$ cat src/rtl/morse_char_sequencer.sv
// Morse symbol-group assembler with output FIFO and four-character display history.
// Define MORSE_DIGITS_EN to decode the ten 5-symbol digit patterns to 26..35.
module morse_char_sequencer #(
    parameter int FIFO_DEPTH = 4
) (
    input  logic       clk,
    input  logic       reset,
    input  logic       clr,
    input  logic       sym_en,
    input  logic [1:0] sym,
    output logic       out_valid,
    output logic [5:0] out_code,
    input  logic       out_ready,
    output logic [5:0] disp0,
    output logic [5:0] disp1,
    output logic [5:0] disp2,
    output logic [5:0] disp3,
    output logic [2:0] sym_count,
    output logic       busy,
    output logic       ovf,
    output logic       drop
);
    localparam int PW = (FIFO_DEPTH > 1) ? $clog2(FIFO_DEPTH) : 1;
    localparam int CW = PW + 1;
    localparam logic [5:0] CODE_ERR   = 6'h3F;
    localparam logic [5:0] CODE_BLANK = 6'h3E;

    typedef enum logic [1:0] {IDLE, COLLECT, LOOKUP, PUSH} state_t;

    state_t      state_reg;
    logic [4:0]  pat_reg;
    logic [2:0]  len_reg;
    logic        too_long_reg;
    logic [5:0]  code_reg;
    logic [5:0]  hist_reg [4];

    logic [5:0]    mem [FIFO_DEPTH];
    logic [PW-1:0] rd_ptr_reg, wr_ptr_reg, rd_ptr_next;
    logic [CW-1:0] count_reg, remain_next, count_next;
    logic          pop, push, fifo_full, is_mark;

    // pat holds the first symbol in bit 0; the table is written first-symbol-MSB,
    // so reverse and right-justify before matching.
    function automatic logic [5:0] decode(input logic [2:0] len, input logic [4:0] pat);
        logic [4:0] rev;
        logic [4:0] seq;
        logic [5:0] c;
        for (int i = 0; i < 5; i++) rev[4-i] = pat[i];
        seq = rev >> (3'd5 - len);
        case ({len, seq})
            {3'd2, 5'b00001}: c = 6'd0;   // A
            {3'd4, 5'b01000}: c = 6'd1;   // B
            {3'd4, 5'b01010}: c = 6'd2;   // C
            {3'd3, 5'b00100}: c = 6'd3;   // D
            {3'd1, 5'b00000}: c = 6'd4;   // E
            {3'd4, 5'b00010}: c = 6'd5;   // F
            {3'd3, 5'b00110}: c = 6'd6;   // G
            {3'd4, 5'b00000}: c = 6'd7;   // H
            {3'd2, 5'b00000}: c = 6'd8;   // I
            {3'd4, 5'b00111}: c = 6'd9;   // J
            {3'd3, 5'b00101}: c = 6'd10;  // K
            {3'd4, 5'b00100}: c = 6'd11;  // L
            {3'd2, 5'b00011}: c = 6'd12;  // M
            {3'd2, 5'b00010}: c = 6'd13;  // N
            {3'd3, 5'b00111}: c = 6'd14;  // O
            {3'd4, 5'b00110}: c = 6'd15;  // P
            {3'd4, 5'b01101}: c = 6'd16;  // Q
            {3'd3, 5'b00010}: c = 6'd17;  // R
            {3'd3, 5'b00000}: c = 6'd18;  // S
            {3'd1, 5'b00001}: c = 6'd19;  // T
            {3'd3, 5'b00001}: c = 6'd20;  // U
            {3'd4, 5'b00001}: c = 6'd21;  // V
            {3'd3, 5'b00011}: c = 6'd22;  // W
            {3'd4, 5'b01001}: c = 6'd23;  // X
            {3'd4, 5'b01011}: c = 6'd24;  // Y
            {3'd4, 5'b01100}: c = 6'd25;  // Z
`ifdef MORSE_DIGITS_EN
            {3'd5, 5'b11111}: c = 6'd26;
            {3'd5, 5'b01111}: c = 6'd27;
            {3'd5, 5'b00111}: c = 6'd28;
            {3'd5, 5'b00011}: c = 6'd29;
            {3'd5, 5'b00001}: c = 6'd30;
            {3'd5, 5'b00000}: c = 6'd31;
            {3'd5, 5'b10000}: c = 6'd32;
            {3'd5, 5'b11000}: c = 6'd33;
            {3'd5, 5'b11100}: c = 6'd34;
            {3'd5, 5'b11110}: c = 6'd35;
`endif
            default:          c = CODE_ERR;
        endcase
        return c;
    endfunction

    assign is_mark   = (sym == 2'b01) || (sym == 2'b10);
    assign pop       = out_valid && out_ready;
    assign fifo_full = (count_reg == CW'(FIFO_DEPTH));
    assign push      = (state_reg == PUSH) && (!fifo_full || pop) && !clr;

    always_comb begin
        rd_ptr_next = rd_ptr_reg + PW'(pop);
        remain_next = count_reg - CW'(pop);
        count_next  = remain_next + CW'(push);
    end

    always_ff @(posedge clk or posedge reset) begin
        if (reset) begin
            state_reg    <= IDLE;
            pat_reg      <= '0;
            len_reg      <= '0;
            too_long_reg <= 1'b0;
            code_reg     <= '0;
            busy         <= 1'b0;
            ovf          <= 1'b0;
            drop         <= 1'b0;
            for (int i = 0; i < 4; i++) hist_reg[i] <= CODE_BLANK;
        end else if (clr) begin
            state_reg    <= IDLE;
            pat_reg      <= '0;
            len_reg      <= '0;
            too_long_reg <= 1'b0;
            code_reg     <= '0;
            busy         <= 1'b0;
            ovf          <= 1'b0;
            drop         <= 1'b0;
            for (int i = 0; i < 4; i++) hist_reg[i] <= CODE_BLANK;
        end else begin
            case (state_reg)
                IDLE: if (sym_en && is_mark) begin
                    pat_reg[0] <= (sym == 2'b10);
                    len_reg    <= 3'd1;
                    state_reg  <= COLLECT;
                    busy       <= 1'b1;
                end
                COLLECT: if (sym_en) begin
                    if (is_mark) begin
                        if (len_reg < 3'd5) begin
                            pat_reg[len_reg] <= (sym == 2'b10);
                            len_reg          <= len_reg + 3'd1;
                        end else begin
                            too_long_reg <= 1'b1;
                        end
                    end else if (sym == 2'b00) begin
                        state_reg <= LOOKUP;
                    end
                end
                LOOKUP: begin
                    code_reg  <= too_long_reg ? CODE_ERR : decode(len_reg, pat_reg);
                    state_reg <= PUSH;
                    if (sym_en) drop <= 1'b1;
                end
                PUSH: begin
                    if (fifo_full && !pop) ovf <= 1'b1;
                    if (sym_en) drop <= 1'b1;
                    hist_reg[0]  <= code_reg;
                    for (int i = 1; i < 4; i++) hist_reg[i] <= hist_reg[i-1];
                    pat_reg      <= '0;
                    len_reg      <= '0;
                    too_long_reg <= 1'b0;
                    state_reg    <= IDLE;
                    busy         <= 1'b0;
                end
                default: state_reg <= IDLE;
            endcase
        end
    end

    assign sym_count = len_reg;
    assign disp0 = hist_reg[0];
    assign disp1 = hist_reg[1];
    assign disp2 = hist_reg[2];
    assign disp3 = hist_reg[3];

    always_ff @(posedge clk) begin
        if (push) mem[wr_ptr_reg] <= code_reg;
    end

    // out_code tracks the head after this edge; a push into an otherwise
    // empty FIFO bypasses the array so it is visible one cycle later.
    always_ff @(posedge clk or posedge reset) begin
        if (reset) begin
            rd_ptr_reg <= '0;
            wr_ptr_reg <= '0;
            count_reg  <= '0;
            out_valid  <= 1'b0;
            out_code   <= '0;
        end else if (clr) begin
            rd_ptr_reg <= '0;
            wr_ptr_reg <= '0;
            count_reg  <= '0;
            out_valid  <= 1'b0;
            out_code   <= '0;
        end else begin
            if (push) wr_ptr_reg <= wr_ptr_reg + PW'(1);
            rd_ptr_reg <= rd_ptr_next;
            count_reg  <= count_next;
            out_valid  <= (count_next != '0);
            if (remain_next != '0)
                out_code <= mem[rd_ptr_next];
            else if (push)
                out_code <= code_reg;
        end
    end
endmodule

$ cat config.mk
export PLATFORM = sky130hd
export DESIGN_NAME = morse_char_sequencer
export DESIGN_NICKNAME = d
export VERILOG_FILES = /design/src/rtl/morse_char_sequencer.sv
export SDC_FILE = /design/constraint.sdc
export NUM_CORES = 1
export LEC_CHECK = 0
export CELL_PAD_IN_SITES_DETAIL_PLACEMENT = 0
export CELL_PAD_IN_SITES_GLOBAL_PLACEMENT = 1
export CORE_MARGIN = 10
export CORE_UTILIZATION = 50
export DETAILED_ROUTE_END_ITERATION = 6
export HOLD_SLACK_MARGIN = 0.06
export PLACE_DENSITY_LB_ADDON = 0.15
export SLEW_MARGIN = 20
export SYNTH_ARGS = -nofsm -noshare
export SYNTH_HDL_FRONTEND = slang
export SYNTH_SLANG_ARGS = --single-unit
export TNS_END_PERCENT = 30
$ cat constraint.sdc
create_clock -name clk -period 4 [get_ports clk]
set_input_delay 0.6 -clock clk [delete_from_list [all_inputs] [get_ports clk]]
set_output_delay 0.6 -clock clk [all_outputs]
set_load 0.005 [all_outputs]
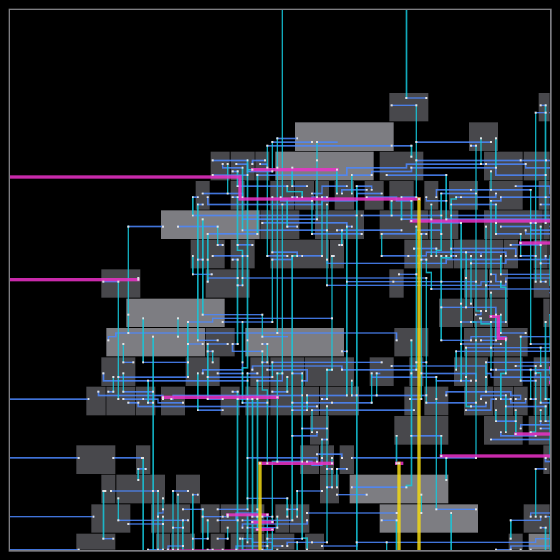
(run_1/zoom.png)
Region (4, 61) to (54, 111) um. Cells in grey, sequential cells in the stronger grey; small squares are vias.
legend:
  met3:
    colour: magenta
  met4:
    colour: yellow
  met1:
    colour: blue
  met2:
    colour: cyan
netlist names of flops here include: `pat_reg` (5), `sym_count` (3)
cells with their middle in the window: 106
sequential cells in the window: 8
most frequent: nand2_1 (11), o21ai_0 (9)

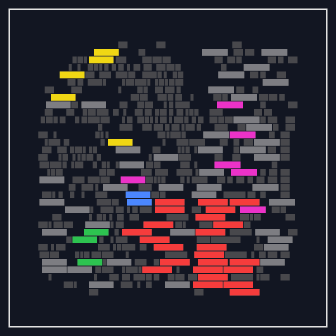
(run_1/registers.png)
Other sequential cells in the stronger grey, the rest of the logic in the fainter grey.
legend:
  `count_reg`:
    colour: green
    placed_flops: 3
  `pat_reg`:
    colour: yellow
    placed_flops: 5
  `mem`:
    colour: red
    placed_flops: 24
  `rd_ptr_reg`:
    colour: blue
    placed_flops: 2
  `disp0`:
    colour: magenta
    placed_flops: 6
not coloured: 42

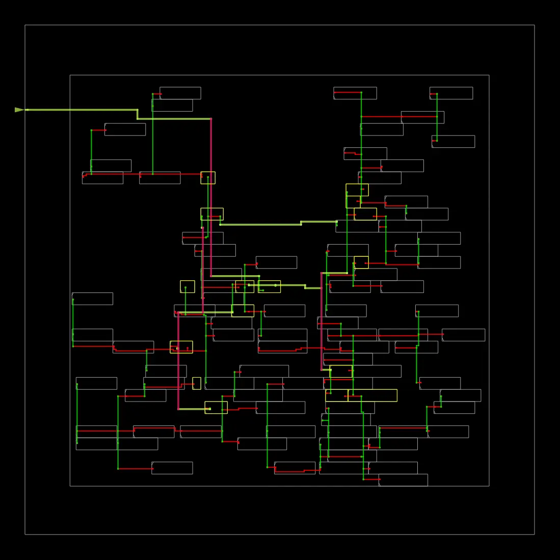
(run_1/final_clocks.png)
Late-Pin Clk Latency: 350 ps
Clock buffer cells: 9
Clock Sinks: 82
Clk. pwr: 0.622 mW

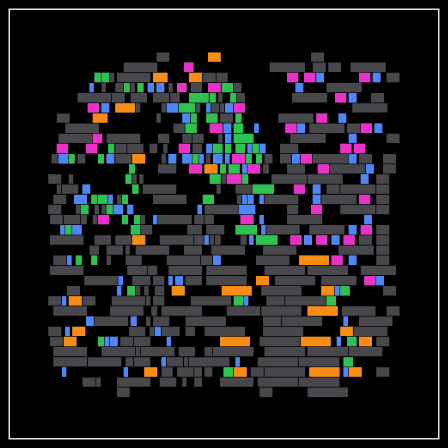
(run_1/gate_families.png)
legend:
  NOR gates:
    colour: blue
    cells: 82
  multiplexers:
    colour: orange
    cells: 25
  AND-OR and OR-AND gates:
    colour: magenta
    cells: 36
  inverting AOI/OAI gates:
    colour: green
    cells: 55

run 1: where the power goes:
| part | switching (mW) | leakage, nW | total [mW] | internal, mW |
|---|---|---|---|---|
| Sequential | 0.157 | 0.945 | 1.21 | 1.05 |
| Combinational | 0.444 | 0.996 | 0.903 | 0.459 |
| Clock | 0.323 | 0.107 | 0.622 | 0.300 |
run 1: cell type report:
type / instances / area [sq um]
Tap cell: 108 / 135
Inverter: 19 / 71.3
Multi-Input combinational cell: 271 / 2050
Fill cell: 748 / 3600
Timing Repair Buffer: 48 / 463
Sequential cell: 82 / 2200
Clock buffer: 9 / 124
Clock inverter: 7 / 81.3
run 1: synth_stat cells (all sizes together) (2+ instances only):
cell type  count  area share
o21ai         15       0.017
and3b          2      0.0042
a211o         21       0.041
clkbuf        17       0.025
nand4          2      0.0042
o211ai         3      0.0050
a311o          2      0.0045
buf            5      0.0098
nor3b          5      0.0084
o22a           2      0.0042
a31o           2      0.0039
a211oi         8       0.015
edfxtp        24        0.16
a22o           2      0.0039
inv           19       0.016
nand2         20       0.017
o311ai         5       0.015
xnor2          4      0.0078
o21a           2      0.0034
mux2           3      0.0084
a21oi         14       0.016
a31oi          2      0.0028
nor2b         30       0.042
dfrtp         38        0.21
xor2           2      0.0039
nor3           8      0.0089
mux4           6       0.030
mux2i         16       0.036
or3            2      0.0028
nor4           3      0.0056
dfstp         20        0.12
o311a          2      0.0045
nor2          34       0.029
ha            20       0.056
nand2b         3      0.0042
and2           6      0.0087
nand3b         3      0.0050
nand3          4      0.0045
run 1: metrics by stage:
step | setup slack [ps] | instance area [sq um] | hold slack [ps]
2_1_floorplan | 1490 | 4480 | 460
3_3_place_gp | 1070 | 4920 | 483
3_5_place_dp | 1010 | 4920 | 492
4_1_cts | 937 | 5120 | 516
5_1_grt | 540 | 5120 | 536
6_report | 920 | 5120 | 509
run 1: worst max-delay path: stages (launching register included):
cell and delay, ps:
dfrtp_1 610, inv_1 160, ha_1 440, and3b_1 220, a211oi_2 320, or2_1 350
a311oi_2 190, nor4_2 280, nand4_2 260, o311ai_1 140
run 1: kinds of logic (layout without fill, tap and decap cells):
logic type               count (synthesis)  after routing  synth area share
AND/OR/NAND/NOR                        129            129             0.157
adder cells (fa/ha/maj)                 20             20            0.0559
buffers and inverters                   41             83            0.0511
XOR/XNOR                                 6              6            0.0117
flip-flops                              82             82             0.491
multiplexers                            25             25            0.0743
AND-OR/OR-AND                           91             91             0.159
run 1: per-layer routing:
metal / track usage / share of wire / routed length, um
met2: 0.216 / 0.45 / 4210
met3: 0.0456 / 0.072 / 670
met1: 0.192 / 0.46 / 4250
met5: 0 / 0 / 0
met4: 0.0510 / 0.016 / 146
run 1: worst max-delay path by stage:
| stage | endpoint | cells past startpoint | slack [ps] | from |
|---|---|---|---|---|
| after floorplan | code_reg[0] | 10 | 1490 | sym_count[1] |
| after global placement | code_reg[0] | 9 | 1070 | sym_count[1] |
| after detailed placement | code_reg[4] | 9 | 1010 | sym_count[1] |
| after CTS | code_reg[0] | 9 | 940 | sym_count[1] |
| after global routing | code_reg[0] | 9 | 540 | sym_count[1] |
| final | code_reg[0] | 9 | 920 | sym_count[1] |
==> impl_metrics.yaml, run 1 <==
# yosys + openroad results
floorplan:
  die_area_sq_um: 13100
setup_path:
  cp-end-kind: "register"
  reg2reg_slack_ps: 920
grt:
  first_global_vias: 3154
  grt_pass1_wl_um: 15500
logic_synthesis:
  ys_cells: 394
  enable_flop_cells: 24
  ys_ff: 82
final_timing:
  timing.final.max_slew_violations: 0
  slew_headroom: 0.525
  setup_viol: 0
placement:
  io_buffers: 43
route:
  drt-total-wl_um: 9270
  route.vias.total: 3130
clock_tree:
  cts.clk_slew.worst_paths_ps: 90
min_path:
  hold_depth: 2
status:
  status: "finished clean"
run:
  tool_warnings: 36
cells_and_area:
  fin_nets: 458
  stdcell_count: 544
  lay_top_count: "clkdlybuf4s50_1"
pwr:
  ir_worst_vdd_uv: 249
==> run_1/pdn.png <==
Pins as bars on the die edge.
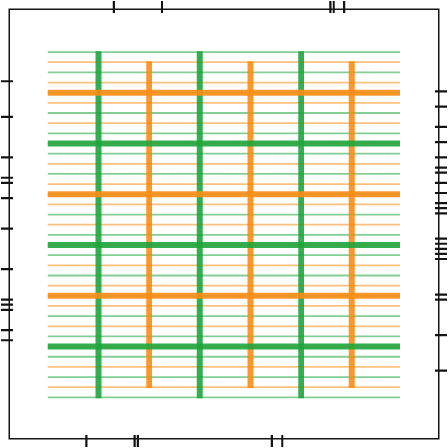

==> run 1 -> run 2 <==
CORE_UTILIZATION = 46   (was 50)
clock period = 3 ns   (was 4 ns; I/O delays follow)
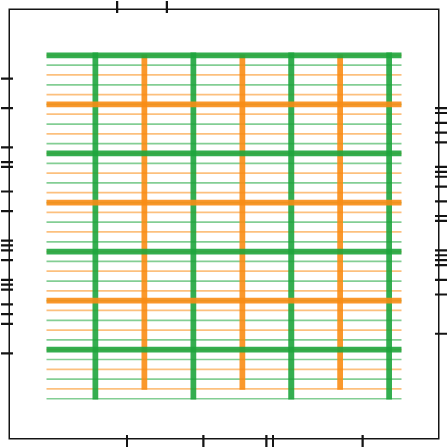
(run_2/pdn.png)
Pins as bars on the die edge.
legend:
  VDD:
    colour: orange
  VSS:
    colour: green
met5 straps: 7
rows: 35
met4 straps: 7
met1 rails: 36

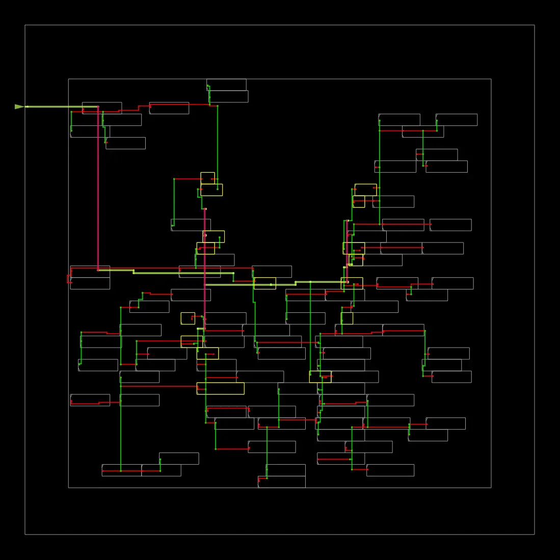
(run_2/final_clocks.png)
Final Skew: 11.6 ps
Clk. pwr: 0.827 mW

==> run 2 against run 1 <==
Routed wire length down 0.82%. Non-clock buffer count up 5. Critical path depth unchanged. Power up 33%. Clock power up 33%. Register-to-register slack worse by 630 ps. Via count down 0.16%. Critical path type unchanged. Critical endpoint is now code_reg[1]. Largest cell class unchanged.
==> impl_metrics.yaml, run 2 <==
# yosys + openroad results
setup_path:
  cp.buffers_inverters: 1
  cp_num_cells: 9
  slowest_stage: "nor4_1"
  cp_max_fo: 13
  reg2reg_slack_ps: 290
  path_cells: "inv_1, ha_1, nor2b_2, o2bb2ai_2, nor4_1, a311oi_2, nor4_2, nand4_2, o311ai_2"
  cp-end-kind: "register"
  crit_end: "code_reg[1]"
  worstPathArrival_ps: 2950
  slowest_delay_ps: 460
  critPathTopFamily: "simple AND/OR/NAND/NOR gates"
logic_synthesis:
  netlist_top_cells_count: "dfrtp_1, nor2_1, nor2b_1, edfxtp_1, a211o_1"
  ys_ff: 82
  enable_flop_cells: 24
  ys.warnings.count: 0
  ys_top_cells_by_area: "dfrtp_1, edfxtp_1, dfstp_2"
  syn-instance-count: 394
  top_cell_area_share: 0.212
placement:
  placed_cell_area_sq_um: 4980
  io_buffers: 43
run:
  tool_warnings: 36
  max_cap_violations: 0
final_timing:
  setup_viol: 0
  hold_slack_ps: 434
  slew_headroom: 0.625
clock_tree:
  clkSinkCount: 82
floorplan:
  die_area_sq_um: 14100
cells_and_area:
  ff_latch_area_sq_um: 2200
  layout.area.comb_sq_um: 2060
  fin_nets: 463
  layout_top_cells: "clkdlybuf4s50_1, dfrtp_1, nor2_1"
  design_area_sq_um: 5190
  syn_to_final_growth_pct: 16.0
pwr:
  ir_worst_vdd_uv: 322
route:
  route.detailed.drc: 0
  drt-total-wl_um: 9190
  route.vias.total: 3125
grt:
  grt_usage: 0.134
  grt_pass1_wl_um: 15900
  antenna_found_initial: 0
status:
  status: "finished clean"
==> run 2: worst min path at each step <==
stage	start	to	cells past startpoint
floorplan	pat_reg[4]	pat_reg[4]	1
global placement	drop	drop	2
detailed placement	drop	drop	2
CTS	reset	out_valid	2
global route	reset	out_valid	2
finish	reset	out_valid	2
==> run 2: final cells by class <==
type | instances | share of cell area
Multi-Input combinational cell | 271 | 0.396
Clock inverter | 7 | 0.0159
Tap cell | 129 | 0.0311
Timing Repair Buffer | 53 | 0.0963
Sequential cell | 82 | 0.423
Inverter | 19 | 0.0137
Clock buffer | 9 | 0.0238
==> run 2: stage by stage <==
| stage | instances | worst slack, ps | util | power (mW) |
|---|---|---|---|---|
| floorplan | 394 | 491 | - | 2.44 |
| global route | 570 | 38.1 | 0.554 | 3.93 |
| global placement | 554 | 347 | 0.532 | 2.84 |
| CTS | 570 | 238 | 0.554 | 3.69 |
| detailed placement | 554 | 294 | 0.532 | 2.85 |
| finish | 570 | 289 | 0.554 | 3.64 |
==> run 2: kinds of logic (layout without fill, tap and decap cells) <==
| family | count (synthesis) | after routing | synth area share |
|---|---|---|---|
| DFF | 82 | 82 | 0.491 |
| buffers and inverters | 41 | 88 | 0.0511 |
| adders and majority gates | 20 | 20 | 0.0559 |
| AOI/OAI and AO/OA | 91 | 91 | 0.159 |
| xor gates and xnor gates | 6 | 6 | 0.0117 |
| muxes | 25 | 25 | 0.0743 |
| and+or+nand+nor | 129 | 129 | 0.157 |
==> run 2: metal layers <==
metal,share of wire,GRT usage,up-vias
li1,-,-,1525
met1,0.49,0.180,1500
met2,0.43,0.198,90
met3,0.067,0.0462,10
met4,0.011,0.0389,0
met5,0,0,-
==> run 2: what timing repair did <==
action                     4_1_cts  5_1_grt
resized                          0        2
hold buffers                     0        0
setup endpoints to repair        0        6
==> run 2: power breakdown <==
group / switching, mW / internal [mW] / total, mW
Clock: 0.429 / 0.398 / 0.827
Combinational: 0.609 / 0.623 / 1.23
Sequential: 0.187 / 1.40 / 1.59
Total: 1.23 / 2.42 / 3.64
==> run_2/zoom.png <==
Region (5, 64) to (55, 114) um. Cells in grey, sequential cells in the stronger grey; small squares are vias.
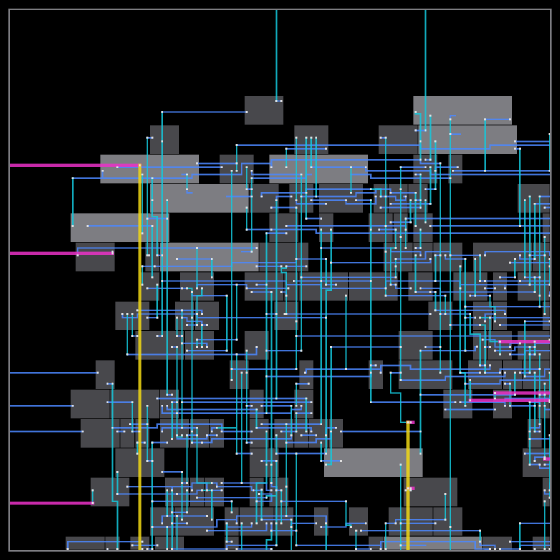

==> run 2 -> run 3 <==
CORE_UTILIZATION = 40   (was 46)
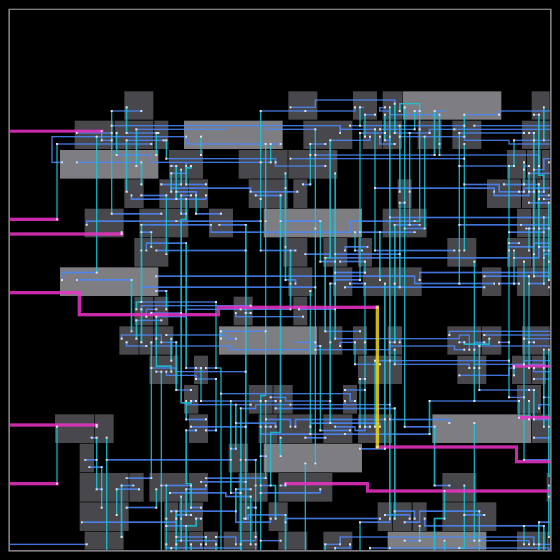
(run_3/zoom.png)
Region (6, 69) to (56, 119) um. Cells in grey, sequential cells in the stronger grey; small squares are vias.
legend:
  met4:
    colour: yellow
  met2:
    colour: cyan
  met3:
    colour: magenta
  met1:
    colour: blue
sequential cells in the window: 9
cells with their middle in the window: 111
most frequent: nand2_1 (12), o21ai_0 (11), dfrtp_1 (9)
netlist names of flops here include: `pat_reg` (5), `sym_count` (3)

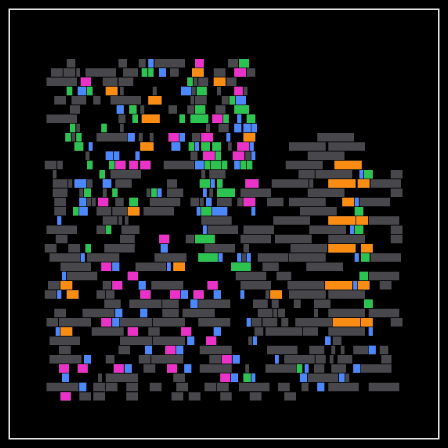
(run_3/gate_families.png)
legend:
  AND-OR and OR-AND gates:
    colour: magenta
    cells: 36
  multiplexers:
    colour: orange
    cells: 25
  inverting AOI/OAI gates:
    colour: green
    cells: 55
  NOR gates:
    colour: blue
    cells: 82

==> run 3 against run 2 <==
Sequential cell count is the same. Power grew 0.18%. Setup slack gained 56 ps. First-iteration DRC count shrank 22%. Combinational power is essentially flat. Synthesized cell count is the same. Global-route usage shrank 1.0 points. Fmax grew 2.1%. Largest cell class unchanged.
==> impl_metrics.yaml, run 3 <==
# yosys + openroad results
logic_synthesis:
  ys.warnings.count: 0
  ys_ff: 82
  netlist_top_cells_count: "dfrtp_1, nor2_1, nor2b_1, edfxtp_1, a211o_1"
  ys_top_cells_by_area: "dfrtp_1, edfxtp_1, dfstp_2"
  top_cell_area_share: 0.212
  enable_flop_cells: 24
route:
  route.detailed.drc: 0
  route.vias.total: 3124
  firstDrtPassIters: 4
  ant_nets: 0
  drt-total-wl_um: 9860
cells_and_area:
  ff_latch_area_sq_um: 2200
  syn_to_final_growth_pct: 16.6
  fin_nets: 464
  n_antenna_cell: 0
  layout_top_cells: "clkdlybuf4s50_1, dfrtp_1, nor2_1"
  design_area_sq_um: 5220
  layout.area.comb_sq_um: 2060
final_timing:
  slew_headroom: 0.642
  setup_viol: 0
  hold_viol_final: 0
  finalCritPeriodShare: 0.885
  setup_ws_ps: 344
  clock-skew-final_ps: 9.08
  timing.final.max_slew_violations: 0
  rsz0062_at_grt: "false"
grt:
  grt_max_degree: 46
  grt_pass1_wl_um: 16500
  antenna_found_initial: 0
  grt_usage: 0.124
run:
  max_cap_violations: 0
  tool_warnings: 36
floorplan:
  fp_util: 0.411
  die_y_um: 126
setup_path:
  worstPathArrival_ps: 2900
  cp_max_fo: 8
  cp-end-kind: "register"
  critPathKind: "register to register"
  reg2reg_slack_ps: 340
status:
  status: "finished clean"
pwr:
  totalPowerFinal_mw: 3.65
  leakage_nw: 2.08
  ir_worst_vdd_uv: 277
placement:
  io_buffers: 43
  placed_cell_area_sq_um: 5000
clock_tree:
  clkSinkCount: 82
[run 3: cell counts after synthesis]
No cell type changed its count.
[run 3: layer usage]
metal	vias up	global-route usage	wire length [um]
li1	1518	-	-
met1	1542	0.160	4610
met2	57	0.202	4820
met3	7	0.0407	383
met4	0	0.0174	53
met5	-	0	0
[run 3: logic make-up (layout without fill, tap and decap cells)]
kind of cell | count (synthesis) | after routing | synth area share
mux | 25 | 25 | 0.0743
compound gates | 91 | 91 | 0.159
simple gates | 129 | 129 | 0.157
buf+inv | 41 | 89 | 0.0511
flops | 82 | 82 | 0.491
xor+xnor | 6 | 6 | 0.0117
fa+ha+maj | 20 | 20 | 0.0559
[run 3: worst max-delay path by stage]
stage,start,to,slack [ps],cells past startpoint
after floorplan,sym_count[1],code_reg[0],490,10
after global placement,sym_count[2],code_reg[0],350,9
after detailed placement,sym_count[2],code_reg[0],270,9
after CTS,sym_count[2],code_reg[0],220,9
after global routing,sym_count[2],code_reg[4],100,9
final,sym_count[2],code_reg[1],340,9
[run 3: per-stage QoR]
stage	util	hold WS, ps	cells
finish	0.480	324	582
global route	0.480	332	582
CTS	0.479	312	582
detailed placement	0.460	494	566
global placement	0.460	482	566
floorplan	-	460	394
[run 3: area by class of cell]
cell class	count	share of cell area
clock buffer	14	0.0374
clock inverter	2	0.00312
inverter	19	0.0137
multi-input combinational	271	0.394
sequential	82	0.421
tap	140	0.0335
timing repair buffer	54	0.0973
[run 3: report_power, final]
part | leakage [nW] | internal [mW] | switching [mW] | total (mW)
Combinational | 1.03 | 0.624 | 0.595 | 1.22
Clock | 0.103 | 0.427 | 0.397 | 0.824
Sequential | 0.945 | 1.40 | 0.209 | 1.61
Total | 2.08 | 2.45 | 1.20 | 3.65
[run 3: timing repair]
item	4_1_cts	5_1_grt
hold buffers	0	0
setup endpoints to repair	0	6
buffers inserted	0	0
resized	0	2
[run 3: worst max-delay path, cell delays in order (launching register included)]
cell	delay (ps)
dfrtp_1	440
inv_1	90
ha_1	390
nor2b_2	240
a32oi_1	350
and2_2	270
mux2i_1	80
o22a_2	250
o2111a_1	170
o311ai_2	260
Power figures rest on the tool's default switching activity, not on a simulated workload.
